$ cat src/rtl/tpu_job_scheduler_if.sv
// Host command, TPU launch and done-report channels of the job scheduler.
interface tpu_job_scheduler_if #(
    parameter int DEPTH = 4,
    parameter int TAG_W = 4
);
    logic                 cmd_valid;
    logic                 cmd_ready;
    logic [7:0]           cmd_k;
    logic [7:0]           cmd_m;
    logic [7:0]           cmd_n;
    logic [TAG_W-1:0]     cmd_tag;
    logic                 tpu_in_valid;
    logic [7:0]           tpu_k;
    logic [7:0]           tpu_m;
    logic [7:0]           tpu_n;
    logic                 tpu_busy;
    logic                 done_valid;
    logic                 done_ready;
    logic [TAG_W-1:0]     done_tag;
    logic [1:0]           done_status;
    logic [23:0]          done_cycles;
    logic                 host_buf_own;
    logic [$clog2(DEPTH):0] q_level;

    modport slave (
        input  cmd_valid, cmd_k, cmd_m, cmd_n, cmd_tag,
        input  tpu_busy, done_ready,
        output cmd_ready, tpu_in_valid, tpu_k, tpu_m, tpu_n,
        output done_valid, done_tag, done_status, done_cycles,
        output host_buf_own, q_level
    );

    modport master (
        output cmd_valid, cmd_k, cmd_m, cmd_n, cmd_tag,
        output tpu_busy, done_ready,
        input  cmd_ready, tpu_in_valid, tpu_k, tpu_m, tpu_n,
        input  done_valid, done_tag, done_status, done_cycles,
        input  host_buf_own, q_level
    );
endinterface

$ cat src/rtl/tpu_job_scheduler.sv
// Command FIFO plus one-job-at-a-time launch FSM for the 4x4 systolic TPU.
// Define TPU_SCHED_PERF_EN to report per-job cycle counts in done_cycles.
module tpu_job_scheduler #(
    parameter int DEPTH         = 4,
    parameter int START_TIMEOUT = 15,
    parameter int TAG_W         = 4
) (
    input  logic               clk,
    input  logic               rst,
    tpu_job_scheduler_if.slave bus
);
    localparam int AW = $clog2(DEPTH);
    localparam int EW = 24 + TAG_W;
    localparam int TW = $clog2(START_TIMEOUT + 1);

    typedef enum logic [2:0] {
        IDLE, LAUNCH, WAIT_START, RUN, REPORT
    } state_t;

    state_t           state_q, state_d;
    logic [EW-1:0]    mem_q [DEPTH];
    logic [EW-1:0]    mem_d [DEPTH];
    logic [AW-1:0]    wr_ptr_q, wr_ptr_d;
    logic [AW-1:0]    rd_ptr_q, rd_ptr_d;
    logic [AW:0]      count_q, count_d;
    logic [7:0]       k_q, k_d, m_q, m_d, n_q, n_d;
    logic [TAG_W-1:0] tag_q, tag_d;
    logic [TAG_W-1:0] done_tag_q, done_tag_d;
    logic [1:0]       status_q, status_d;
    logic             in_valid_q, in_valid_d;
    logic             own_q, own_d;
    logic             done_valid_q, done_valid_d;
    logic [TW-1:0]    wait_q, wait_d;
    logic             full, empty, push, pop, head_zero;
    logic [EW-1:0]    head;

    // Entry layout: {tag, n, m, k}
    assign full      = count_q == (AW+1)'(DEPTH);
    assign empty     = count_q == '0;
    assign push      = bus.cmd_valid && !full;
    assign pop       = (state_q == IDLE) && !empty;
    assign head      = mem_q[rd_ptr_q];
    assign head_zero = head[7:0] == '0 || head[15:8] == '0
                    || head[23:16] == '0;

    always_comb begin
        state_d      = state_q;
        mem_d        = mem_q;
        wr_ptr_d     = wr_ptr_q;
        rd_ptr_d     = rd_ptr_q;
        k_d          = k_q;
        m_d          = m_q;
        n_d          = n_q;
        tag_d        = tag_q;
        done_tag_d   = done_tag_q;
        status_d     = status_q;
        in_valid_d   = 1'b0;
        own_d        = own_q;
        done_valid_d = done_valid_q;
        wait_d       = wait_q;
        if (push) begin
            mem_d[wr_ptr_q] = {bus.cmd_tag, bus.cmd_n,
                               bus.cmd_m, bus.cmd_k};
            wr_ptr_d = wr_ptr_q + 1'b1;
        end
        if (pop) rd_ptr_d = rd_ptr_q + 1'b1;
        count_d = count_q + {{AW{1'b0}}, push}
                          - {{AW{1'b0}}, pop};
        unique case (state_q)
            IDLE: if (pop) begin
                // A zero dimension would hang the TPU: report, never launch
                if (head_zero) begin
                    done_tag_d   = head[EW-1:24];
                    status_d     = 2'd1;
                    done_valid_d = 1'b1;
                    state_d      = REPORT;
                end else begin
                    k_d        = head[7:0];
                    m_d        = head[15:8];
                    n_d        = head[23:16];
                    tag_d      = head[EW-1:24];
                    in_valid_d = 1'b1;
                    own_d      = 1'b0;
                    state_d    = LAUNCH;
                end
            end
            LAUNCH: begin
                wait_d  = '0;
                state_d = WAIT_START;
            end
            WAIT_START: begin
                if (bus.tpu_busy) begin
                    state_d = RUN;
                end else if (wait_q == TW'(START_TIMEOUT - 1)) begin
                    done_tag_d   = tag_q;
                    status_d     = 2'd2;
                    done_valid_d = 1'b1;
                    own_d        = 1'b1;
                    state_d      = REPORT;
                end else begin
                    wait_d = wait_q + 1'b1;
                end
            end
            RUN: if (!bus.tpu_busy) begin
                done_tag_d   = tag_q;
                status_d     = 2'd0;
                done_valid_d = 1'b1;
                own_d        = 1'b1;
                state_d      = REPORT;
            end
            REPORT: if (bus.done_ready) begin
                done_valid_d = 1'b0;
                state_d      = IDLE;
            end
            default: state_d = IDLE;
        endcase
    end

    always_ff @(posedge clk) begin
        if (rst) begin
            state_q      <= IDLE;
            wr_ptr_q     <= '0;
            rd_ptr_q     <= '0;
            count_q      <= '0;
            k_q          <= '0;
            m_q          <= '0;
            n_q          <= '0;
            tag_q        <= '0;
            done_tag_q   <= '0;
            status_q     <= '0;
            in_valid_q   <= 1'b0;
            own_q        <= 1'b1;
            done_valid_q <= 1'b0;
            wait_q       <= '0;
        end else begin
            state_q      <= state_d;
            mem_q        <= mem_d;
            wr_ptr_q     <= wr_ptr_d;
            rd_ptr_q     <= rd_ptr_d;
            count_q      <= count_d;
            k_q          <= k_d;
            m_q          <= m_d;
            n_q          <= n_d;
            tag_q        <= tag_d;
            done_tag_q   <= done_tag_d;
            status_q     <= status_d;
            in_valid_q   <= in_valid_d;
            own_q        <= own_d;
            done_valid_q <= done_valid_d;
            wait_q       <= wait_d;
        end
    end

`ifdef TPU_SCHED_PERF_EN
    logic [23:0] cnt_q, cnt_d, cyc_q, cyc_d;

    always_comb begin
        cnt_d = cnt_q;
        cyc_d = cyc_q;
        if (state_d == LAUNCH && state_q != LAUNCH)
            cnt_d = '0;
        else if ((state_q == LAUNCH || state_q == WAIT_START
                  || state_q == RUN) && cnt_q != 24'hFFFFFF)
            cnt_d = cnt_q + 24'd1;
        // Rejects come straight from IDLE and never ran
        if (state_d == REPORT && state_q != REPORT)
            cyc_d = (state_q == IDLE) ? '0 : cnt_d;
    end

    always_ff @(posedge clk) begin
        if (rst) begin
            cnt_q <= '0;
            cyc_q <= '0;
        end else begin
            cnt_q <= cnt_d;
            cyc_q <= cyc_d;
        end
    end

    assign bus.done_cycles = cyc_q;
`else
    assign bus.done_cycles = '0;
`endif

    assign bus.cmd_ready    = !full;
    assign bus.tpu_in_valid = in_valid_q;
    assign bus.tpu_k        = k_q;
    assign bus.tpu_m        = m_q;
    assign bus.tpu_n        = n_q;
    assign bus.done_valid   = done_valid_q;
    assign bus.done_tag     = done_tag_q;
    assign bus.done_status  = status_q;
    assign bus.host_buf_own = own_q;
    assign bus.q_level      = count_q;
endmodule

$ cat src/flat_wrapper.sv
// flat-port wrapper written by rule: the top's interface ports become plain ports
module tpu_job_scheduler_flat 
#(
    parameter int DEPTH         = 4,
    parameter int START_TIMEOUT = 15,
    parameter int TAG_W         = 4
)
  (clk, rst, bus_cmd_valid, bus_cmd_k, bus_cmd_m, bus_cmd_n, bus_cmd_tag, bus_tpu_busy, bus_done_ready, bus_cmd_ready, bus_tpu_in_valid, bus_tpu_k, bus_tpu_m, bus_tpu_n, bus_done_valid, bus_done_tag, bus_done_status, bus_done_cycles, bus_host_buf_own, bus_q_level);
  tpu_job_scheduler_if #(.DEPTH(DEPTH), .TAG_W(TAG_W)) bus_i ();
  input  logic clk;
  input  logic rst;
  input wire logic [$bits(bus_i.cmd_valid)-1:0] bus_cmd_valid;
  input wire logic [$bits(bus_i.cmd_k)-1:0] bus_cmd_k;
  input wire logic [$bits(bus_i.cmd_m)-1:0] bus_cmd_m;
  input wire logic [$bits(bus_i.cmd_n)-1:0] bus_cmd_n;
  input wire logic [$bits(bus_i.cmd_tag)-1:0] bus_cmd_tag;
  input wire logic [$bits(bus_i.tpu_busy)-1:0] bus_tpu_busy;
  input wire logic [$bits(bus_i.done_ready)-1:0] bus_done_ready;
  output wire logic [$bits(bus_i.cmd_ready)-1:0] bus_cmd_ready;
  output wire logic [$bits(bus_i.tpu_in_valid)-1:0] bus_tpu_in_valid;
  output wire logic [$bits(bus_i.tpu_k)-1:0] bus_tpu_k;
  output wire logic [$bits(bus_i.tpu_m)-1:0] bus_tpu_m;
  output wire logic [$bits(bus_i.tpu_n)-1:0] bus_tpu_n;
  output wire logic [$bits(bus_i.done_valid)-1:0] bus_done_valid;
  output wire logic [$bits(bus_i.done_tag)-1:0] bus_done_tag;
  output wire logic [$bits(bus_i.done_status)-1:0] bus_done_status;
  output wire logic [$bits(bus_i.done_cycles)-1:0] bus_done_cycles;
  output wire logic [$bits(bus_i.host_buf_own)-1:0] bus_host_buf_own;
  output wire logic [$bits(bus_i.q_level)-1:0] bus_q_level;
  assign bus_i.cmd_valid = bus_cmd_valid;
  assign bus_i.cmd_k = bus_cmd_k;
  assign bus_i.cmd_m = bus_cmd_m;
  assign bus_i.cmd_n = bus_cmd_n;
  assign bus_i.cmd_tag = bus_cmd_tag;
  assign bus_i.tpu_busy = bus_tpu_busy;
  assign bus_i.done_ready = bus_done_ready;
  assign bus_cmd_ready = bus_i.cmd_ready;
  assign bus_tpu_in_valid = bus_i.tpu_in_valid;
  assign bus_tpu_k = bus_i.tpu_k;
  assign bus_tpu_m = bus_i.tpu_m;
  assign bus_tpu_n = bus_i.tpu_n;
  assign bus_done_valid = bus_i.done_valid;
  assign bus_done_tag = bus_i.done_tag;
  assign bus_done_status = bus_i.done_status;
  assign bus_done_cycles = bus_i.done_cycles;
  assign bus_host_buf_own = bus_i.host_buf_own;
  assign bus_q_level = bus_i.q_level;
  tpu_job_scheduler #(.DEPTH(DEPTH), .START_TIMEOUT(START_TIMEOUT), .TAG_W(TAG_W)) u_core (.clk(clk), .rst(rst), .bus(bus_i));
endmodule
$ cat config.mk
export PLATFORM = sky130hd
export DESIGN_NAME = tpu_job_scheduler_flat
export DESIGN_NICKNAME = d
export VERILOG_FILES = /design/src/rtl/tpu_job_scheduler_if.sv /design/src/rtl/tpu_job_scheduler.sv /design/src/flat_wrapper.sv
export SDC_FILE = /design/constraint.sdc
export NUM_CORES = 1
export LEC_CHECK = 0
export ABC_AREA = 0
export ABC_CLOCK_PERIOD_IN_PS = 2600
export CORE_ASPECT_RATIO = 1.5
export CORE_UTILIZATION = 30
export DETAILED_ROUTE_END_ITERATION = 10
export GPL_TIMING_DRIVEN = 0
export PLACE_DENSITY_LB_ADDON = 0.08
export SLEW_MARGIN = 20
export SYNTH_ARGS = -nofsm -noshare
export SYNTH_HDL_FRONTEND = slang
export SYNTH_SLANG_ARGS = --single-unit
$ cat constraint.sdc
create_clock -name clk -period 2.6 [get_ports clk]
set_input_delay 0.52 -clock clk [delete_from_list [all_inputs] [get_ports clk]]
set_output_delay 0.52 -clock clk [all_outputs]
set_load 0.005 [all_outputs]
==> images/met1.png <==
Drawn at 1.5 px/um.
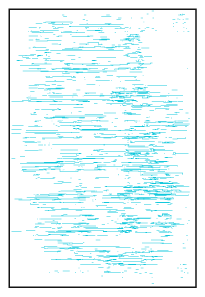
567 nets have wire on it. The layer carries 6260 um of wire. The wires run mostly horizontal.

==> images/registers.png <==
Drawn at 2 px/um.
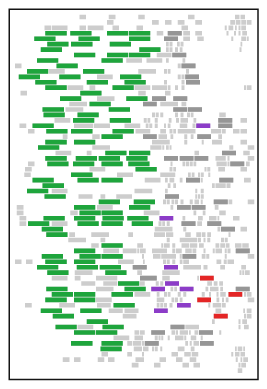
Key: green = u_core.mem_q [flops 112]; purple = u_core.bus.tpu_n [flops 8]; red = u_core.wait_q [flops 4, where bottom right]
register area: 0.00439 mm2
final core occ: 40.0%

==> Changelog: implementation <==
### Changed

- # Cells Yosys: 457
- Total power: 9110 uW
- Fin nets: 624
- Post-Synth XOR/XNOR Area: less than 1%
- Crit Path Category: register to register
- Tapcells: 272
- Yosys warns: 0
- Fraction of area in registers: 50.5%
- Compound Share, Synth: 6.88%
- Logic share of the area: around a quarter
- RD Place Congestion: roughly 0.74
- Internal Power: 6180 uW
- Reg2Reg Setup Slack: 0.08 ns
- Worst setup margin: 0.0843 ns
- Sink of the worst hold path: u_core.bus.done_valid$_SDFFE_PP0P_
- # hold bufs at CTS: 0
- P_clk: 2540 uW
- MUX area fraction: a little over a tenth
- GR Overflow Total: 0
- Area post-placement: 0.00785 mm2
- Crit-path slowest cell: mux4_2
- Worst slack, placed: -0.572 ns
- Tightest Hold Check Type: register to register
- Post-synthesis average cell area: 14.6 um2
- DR WL/cell: about 17 um
- Status: complete, no violations
- CP delay by family, top: multiplexers
- CP max stage delay: 0.57 ns
==> images/zoom.png <==
Window x 80 to 105, y 126 to 151 um. Cells in grey, sequential cells in the stronger grey; small squares are vias.
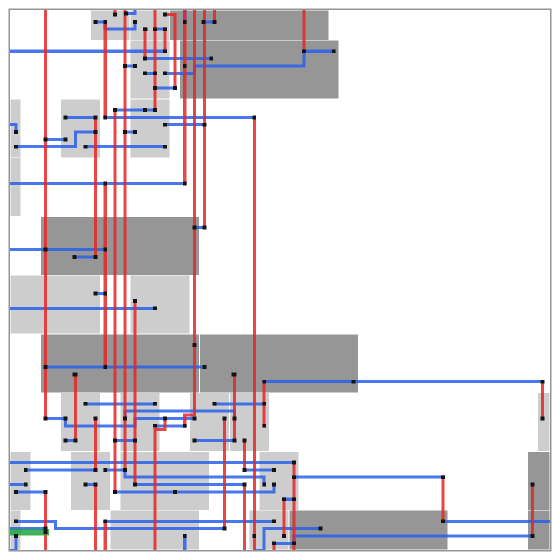
Key: green = met3; blue = met1; red = met2
Netlist names of flops here include u_core.bus.tpu_m (3), u_core.bus.tpu_k (2). Most frequent: a21oi_1 (6), dfxtp_1 (6), o21ai_1 (5). 22 logic cells have their middle in the window. Sequential cells in the window: 6.

[per-layer routing]
metal  global-route usage (%)  part of all wire, %
met3                     3.09                  3.4
met5                        0                    0
met2                     24.6                   53
met1                     16.6                   42
met4                     5.54                  1.8
[flip-flops by register name, summed over array words and instances, names as in the netlist]
signal / flops
u_core.bus.host_buf_own: 1
u_core.tag_q: 4
u_core.bus.tpu_in_valid: 1
u_core.wr_ptr_q: 2
u_core.wait_q: 4
u_core.bus.done_status: 2
u_core.bus.tpu_m: 8
u_core.rd_ptr_q: 2
u_core.bus.tpu_k: 8
u_core.state_q: 3
u_core.bus.tpu_n: 8
u_core.bus.done_tag: 4
u_core.mem_q: 112
u_core.bus.q_level: 3
u_core.bus.done_valid: 1
Power figures rest on the tool's default switching activity, not on a simulated workload.
